## config.mk

```make
export PLATFORM = sky130hd
export DESIGN_NAME = morse_encoder
export DESIGN_NICKNAME = d
export VERILOG_FILES = /design/src/rtl/morse_encoder.sv
export SDC_FILE = /design/constraint.sdc
export NUM_CORES = 1
export LEC_CHECK = 0
export ABC_AREA = 1
export CAP_MARGIN = 20
export CORE_UTILIZATION = 67
export CTS_BUF_LIST = sky130_fd_sc_hd__clkbuf_8
export DETAILED_ROUTE_END_ITERATION = 10
export PLACE_DENSITY = 0.92
export SLEW_MARGIN = 20
export SYNTH_ARGS = -nofsm -noshare
export SYNTH_HDL_FRONTEND = slang
export SYNTH_SLANG_ARGS = --single-unit
export TNS_END_PERCENT = 30
```

## constraint.sdc

```tcl
create_clock -name CLOCK_50 -period 3.68 [get_ports CLOCK_50]
set_clock_uncertainty 0.05 [all_clocks]
set_input_delay 0.552 -clock CLOCK_50 [delete_from_list [all_inputs] [get_ports CLOCK_50]]
set_output_delay 0.552 -clock CLOCK_50 [all_outputs]
set_load 0.01 [all_outputs]
```

## src/rtl/morse_encoder.sv

```systemverilog
// Morse letter keyer: plays a dot/dash pattern on led, with letter-gap timing,
// optional auto-repeat, abort, and rejection of out-of-range lengths.
module morse_encoder #(
    parameter int UNIT_CYCLES = 25000000,
    parameter int MAX_LEN     = 4,
    parameter int DASH_UNITS  = 3,
    parameter int GAP_UNITS   = 1,
    parameter int END_UNITS   = 3,
    localparam int LW         = $clog2(MAX_LEN + 1)
) (
    input  logic               CLOCK_50,
    input  logic               reset,
    input  logic               start,
    input  logic [MAX_LEN-1:0] pattern,
    input  logic [LW-1:0]      length,
    input  logic               rpt,
    input  logic               abort,
    output logic               led,
    output logic               busy,
    output logic               done,
    output logic               err
);

    localparam int MAX_DE    = (DASH_UNITS > END_UNITS) ? DASH_UNITS : END_UNITS;
    localparam int MAX_UNITS = (MAX_DE > GAP_UNITS) ? MAX_DE : GAP_UNITS;
    localparam int MAX_DUR   = MAX_UNITS * UNIT_CYCLES;
    localparam int CW        = $clog2(MAX_DUR);

    // Terminal count of each phase; the counter runs 0 .. duration-1.
    localparam logic [CW-1:0] DOT_LAST  = CW'(UNIT_CYCLES - 1);
    localparam logic [CW-1:0] DASH_LAST = CW'(DASH_UNITS * UNIT_CYCLES - 1);
    localparam logic [CW-1:0] GAP_LAST  = CW'(GAP_UNITS * UNIT_CYCLES - 1);
    localparam logic [CW-1:0] END_LAST  = CW'(END_UNITS * UNIT_CYCLES - 1);

    typedef enum logic [1:0] {
        S_IDLE   = 2'd0,
        S_MARK   = 2'd1,
        S_SPACE  = 2'd2,
        S_ENDGAP = 2'd3
    } state_t;

    state_t             state_q;
    logic [CW-1:0]      cnt_q;
    logic [MAX_LEN-1:0] pat_q;
    logic [LW-1:0]      rem_q;
    logic [MAX_LEN-1:0] lat_pat_q;
    logic [LW-1:0]      lat_len_q;
    logic               led_q;
    logic               busy_q;
    logic               done_q;
    logic               err_q;

    logic               phase_last_s;
    logic               len_ok_s;

    assign len_ok_s = (length != {LW{1'b0}}) && (length <= LW'(MAX_LEN));

    // Flags the final cycle of the current timed phase.
    always_comb begin
        phase_last_s = 1'b0;
        case (state_q)
            S_MARK: begin
                if (pat_q[MAX_LEN-1]) begin
                    phase_last_s = (cnt_q == DASH_LAST);
                end else begin
                    phase_last_s = (cnt_q == DOT_LAST);
                end
            end
            S_SPACE:  phase_last_s = (cnt_q == GAP_LAST);
            S_ENDGAP: phase_last_s = (cnt_q == END_LAST);
            default:  phase_last_s = 1'b0;
        endcase
    end

    // Keyer state machine with registered outputs.
    always_ff @(posedge CLOCK_50 or negedge reset) begin
        if (!reset) begin
            state_q   <= S_IDLE;
            cnt_q     <= {CW{1'b0}};
            pat_q     <= {MAX_LEN{1'b0}};
            rem_q     <= {LW{1'b0}};
            lat_pat_q <= {MAX_LEN{1'b0}};
            lat_len_q <= {LW{1'b0}};
            led_q     <= 1'b0;
            busy_q    <= 1'b0;
            done_q    <= 1'b0;
            err_q     <= 1'b0;
        end else begin
            done_q <= 1'b0;
            err_q  <= 1'b0;
            case (state_q)
                S_IDLE: begin
                    cnt_q <= {CW{1'b0}};
                    // abort has priority over start: nothing is latched and no err
                    if (start && !abort) begin
                        if (len_ok_s) begin
                            pat_q     <= pattern;
                            rem_q     <= length;
                            lat_pat_q <= pattern;
                            lat_len_q <= length;
                            state_q   <= S_MARK;
                            led_q     <= 1'b1;
                            busy_q    <= 1'b1;
                        end else begin
                            err_q <= 1'b1;
                        end
                    end
                end
                default: begin
                    if (abort) begin
                        state_q <= S_IDLE;
                        cnt_q   <= {CW{1'b0}};
                        led_q   <= 1'b0;
                        busy_q  <= 1'b0;
                    end else if (!phase_last_s) begin
                        cnt_q <= cnt_q + CW'(1);
                    end else begin
                        cnt_q <= {CW{1'b0}};
                        case (state_q)
                            S_MARK: begin
                                led_q <= 1'b0;
                                if (rem_q > LW'(1)) begin
                                    state_q <= S_SPACE;
                                end else begin
                                    state_q <= S_ENDGAP;
                                end
                            end
                            S_SPACE: begin
                                pat_q   <= pat_q << 1;
                                rem_q   <= rem_q - LW'(1);
                                state_q <= S_MARK;
                                led_q   <= 1'b1;
                            end
                            S_ENDGAP: begin
                                done_q <= 1'b1;
                                if (rpt) begin
                                    pat_q   <= lat_pat_q;
                                    rem_q   <= lat_len_q;
                                    state_q <= S_MARK;
                                    led_q   <= 1'b1;
                                end else begin
                                    state_q <= S_IDLE;
                                    busy_q  <= 1'b0;
                                end
                            end
                            default: begin
                                state_q <= S_IDLE;
                                led_q   <= 1'b0;
                                busy_q  <= 1'b0;
                            end
                        endcase
                    end
                end
            endcase
        end
    end

    assign led  = led_q;
    assign busy = busy_q;
    assign done = done_q;
    assign err  = err_q;

endmodule

```

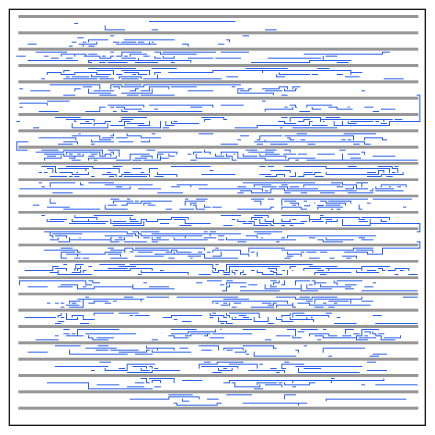
**Above:** met1 routing.
Scale: 6 px per µm. Supply wires on this layer in gray.
wire length on this layer: 2,730 µm
nets with wire on the layer: 389
main direction: horizontal

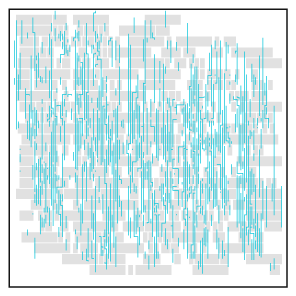
**Above:** the metal 2 layer.
Scale: 4 px per µm. Cells faint in the background.
nets with wire on the layer: 336
longest straight run: 32.0 µm
main direction: vertical

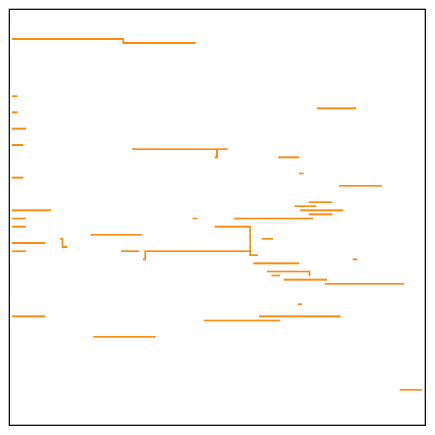
**Above:** metal 3.
Scale: 6 px per µm.
main direction: horizontal
wire length on this layer: 246 µm
longest straight run: 18.4 µm
share of all routed wire: 4.0%

==> flow_metrics.py <==
# Metrics from the implementation run
metrics = {
    "logic_synthesis": {
        "yosys_cells": 393,
        "syn-instance-count": 393,
        "ff_type": "dfrtp_1",
        "avgSynthCellArea_um2": 7.673,
        "xor_area_share_pct": 4.357,
        "fa_ha_area_share_pct": 3.320,
        "ys_warn_count": 0,
    },
    "layout": {
        "comb_share_pct": 48.79,
        "register_area_um2": 1176,
        "seq_share_pct": 36.25,
    },
    "sta": {
        "max_freq_mhz": 426.3,
        "worstMarginPinSlew_ns": 0.5861,
        "slew_violations": 0,
        "hold_viol": 0,
    },
    "critical_path": {
        "worstSetupEndpointType": "register",
        "worstPathMaxFanout": 30,
        "critPathArrivalTime_ns": 2.52,
        "r2r_slack_ns": 1.33,
        "worstPathRequired_ns": 3.85,
    },
    "routing": {
        "drtAntennaViolNets": 0,
        "via_count": 2511,
        "wirelength_um": 6094,
    },
    "floorplan": {
        "pin_count": 16,
        "initial_utilization_pct": 69.25,
    },
    "pwr": {
        "p_leak_nw": 1.420,
    },
    "placed_design": {
        "dp_slack_ns": 1.203,
    },
    "run_status": {
        "status": "complete, no violations",
    },
}
## sequential cells by signal, indices dropped and copies added, names as in the netlist
name,cells
err,1
busy,1
rem_q,3
state_q,2
lat_pat_q,4
lat_len_q,3
pat_q,4
cnt_q,27
led,1
done,1
## per-layer routing
metal	track usage (%)	wire length (µm)	part of all wire [%]
met4	11.11	82	1.3
met5	0	0	0
met3	4.678	246	4.0
met2	47.03	3031	50
met1	34.82	2734	45
## through the flow
step	hold WS (ns)	total power, mW	instance area (µm²)
detailed placement	0.4073	1.242	3149
floorplan	0.2064	1.122	3015
global route	0.2438	1.665	3244
CTS	0.4056	1.566	3242
finish	0.1908	1.556	3244
global placement	0.3968	1.215	3149
## cells in the mapped netlist (2+ instances only)
library cell  number
xnor2_1            2
a21oi_1            9
inv_2              2
clkbuf_1           3
nor3b_2            4
nor2_4             3
dfrtp_1           47
buf_4              2
xor2_1            13
nor2_1            47
inv_1             45
ha_1               8
nand3_1           17
o211ai_1           2
o21ai_0           18
nor3_1            11
nor2_2            20
nor3_2             2
buf_2              3
nand4_1           14
nand2_1           97
mux2_2             2
nand2_2            8
nand3_4            2
## placed cells by master (no fill, tap or decap), types with 2 or more instances in the layout
cell type,count
nor3b_2,4
a21oi_1,9
nor2_1,47
clkinvlp_4,2
nand3_1,17
xor2_1,13
nor3_2,2
nand4_1,14
nor2_4,3
nor2_2,20
nand2_1,97
nand2_2,8
xnor2_1,2
o211ai_1,2
o21ai_0,18
ha_1,8
clkdlybuf4s50_1,14
clkbuf_8,5
nand3_4,2
nor3_1,11
dfrtp_1,47
inv_2,2
mux2_2,2
inv_1,45
## cell families after synthesis
logic type / Yosys count
and+or+nand+nor: 229
buffers and inverters: 58
DFF: 47
AOI/OAI and AO/OA: 34
xor gates and xnor gates: 15
adders and majority gates: 8
muxes: 2
No activity file was given, so power comes from the tool's default toggle rates.
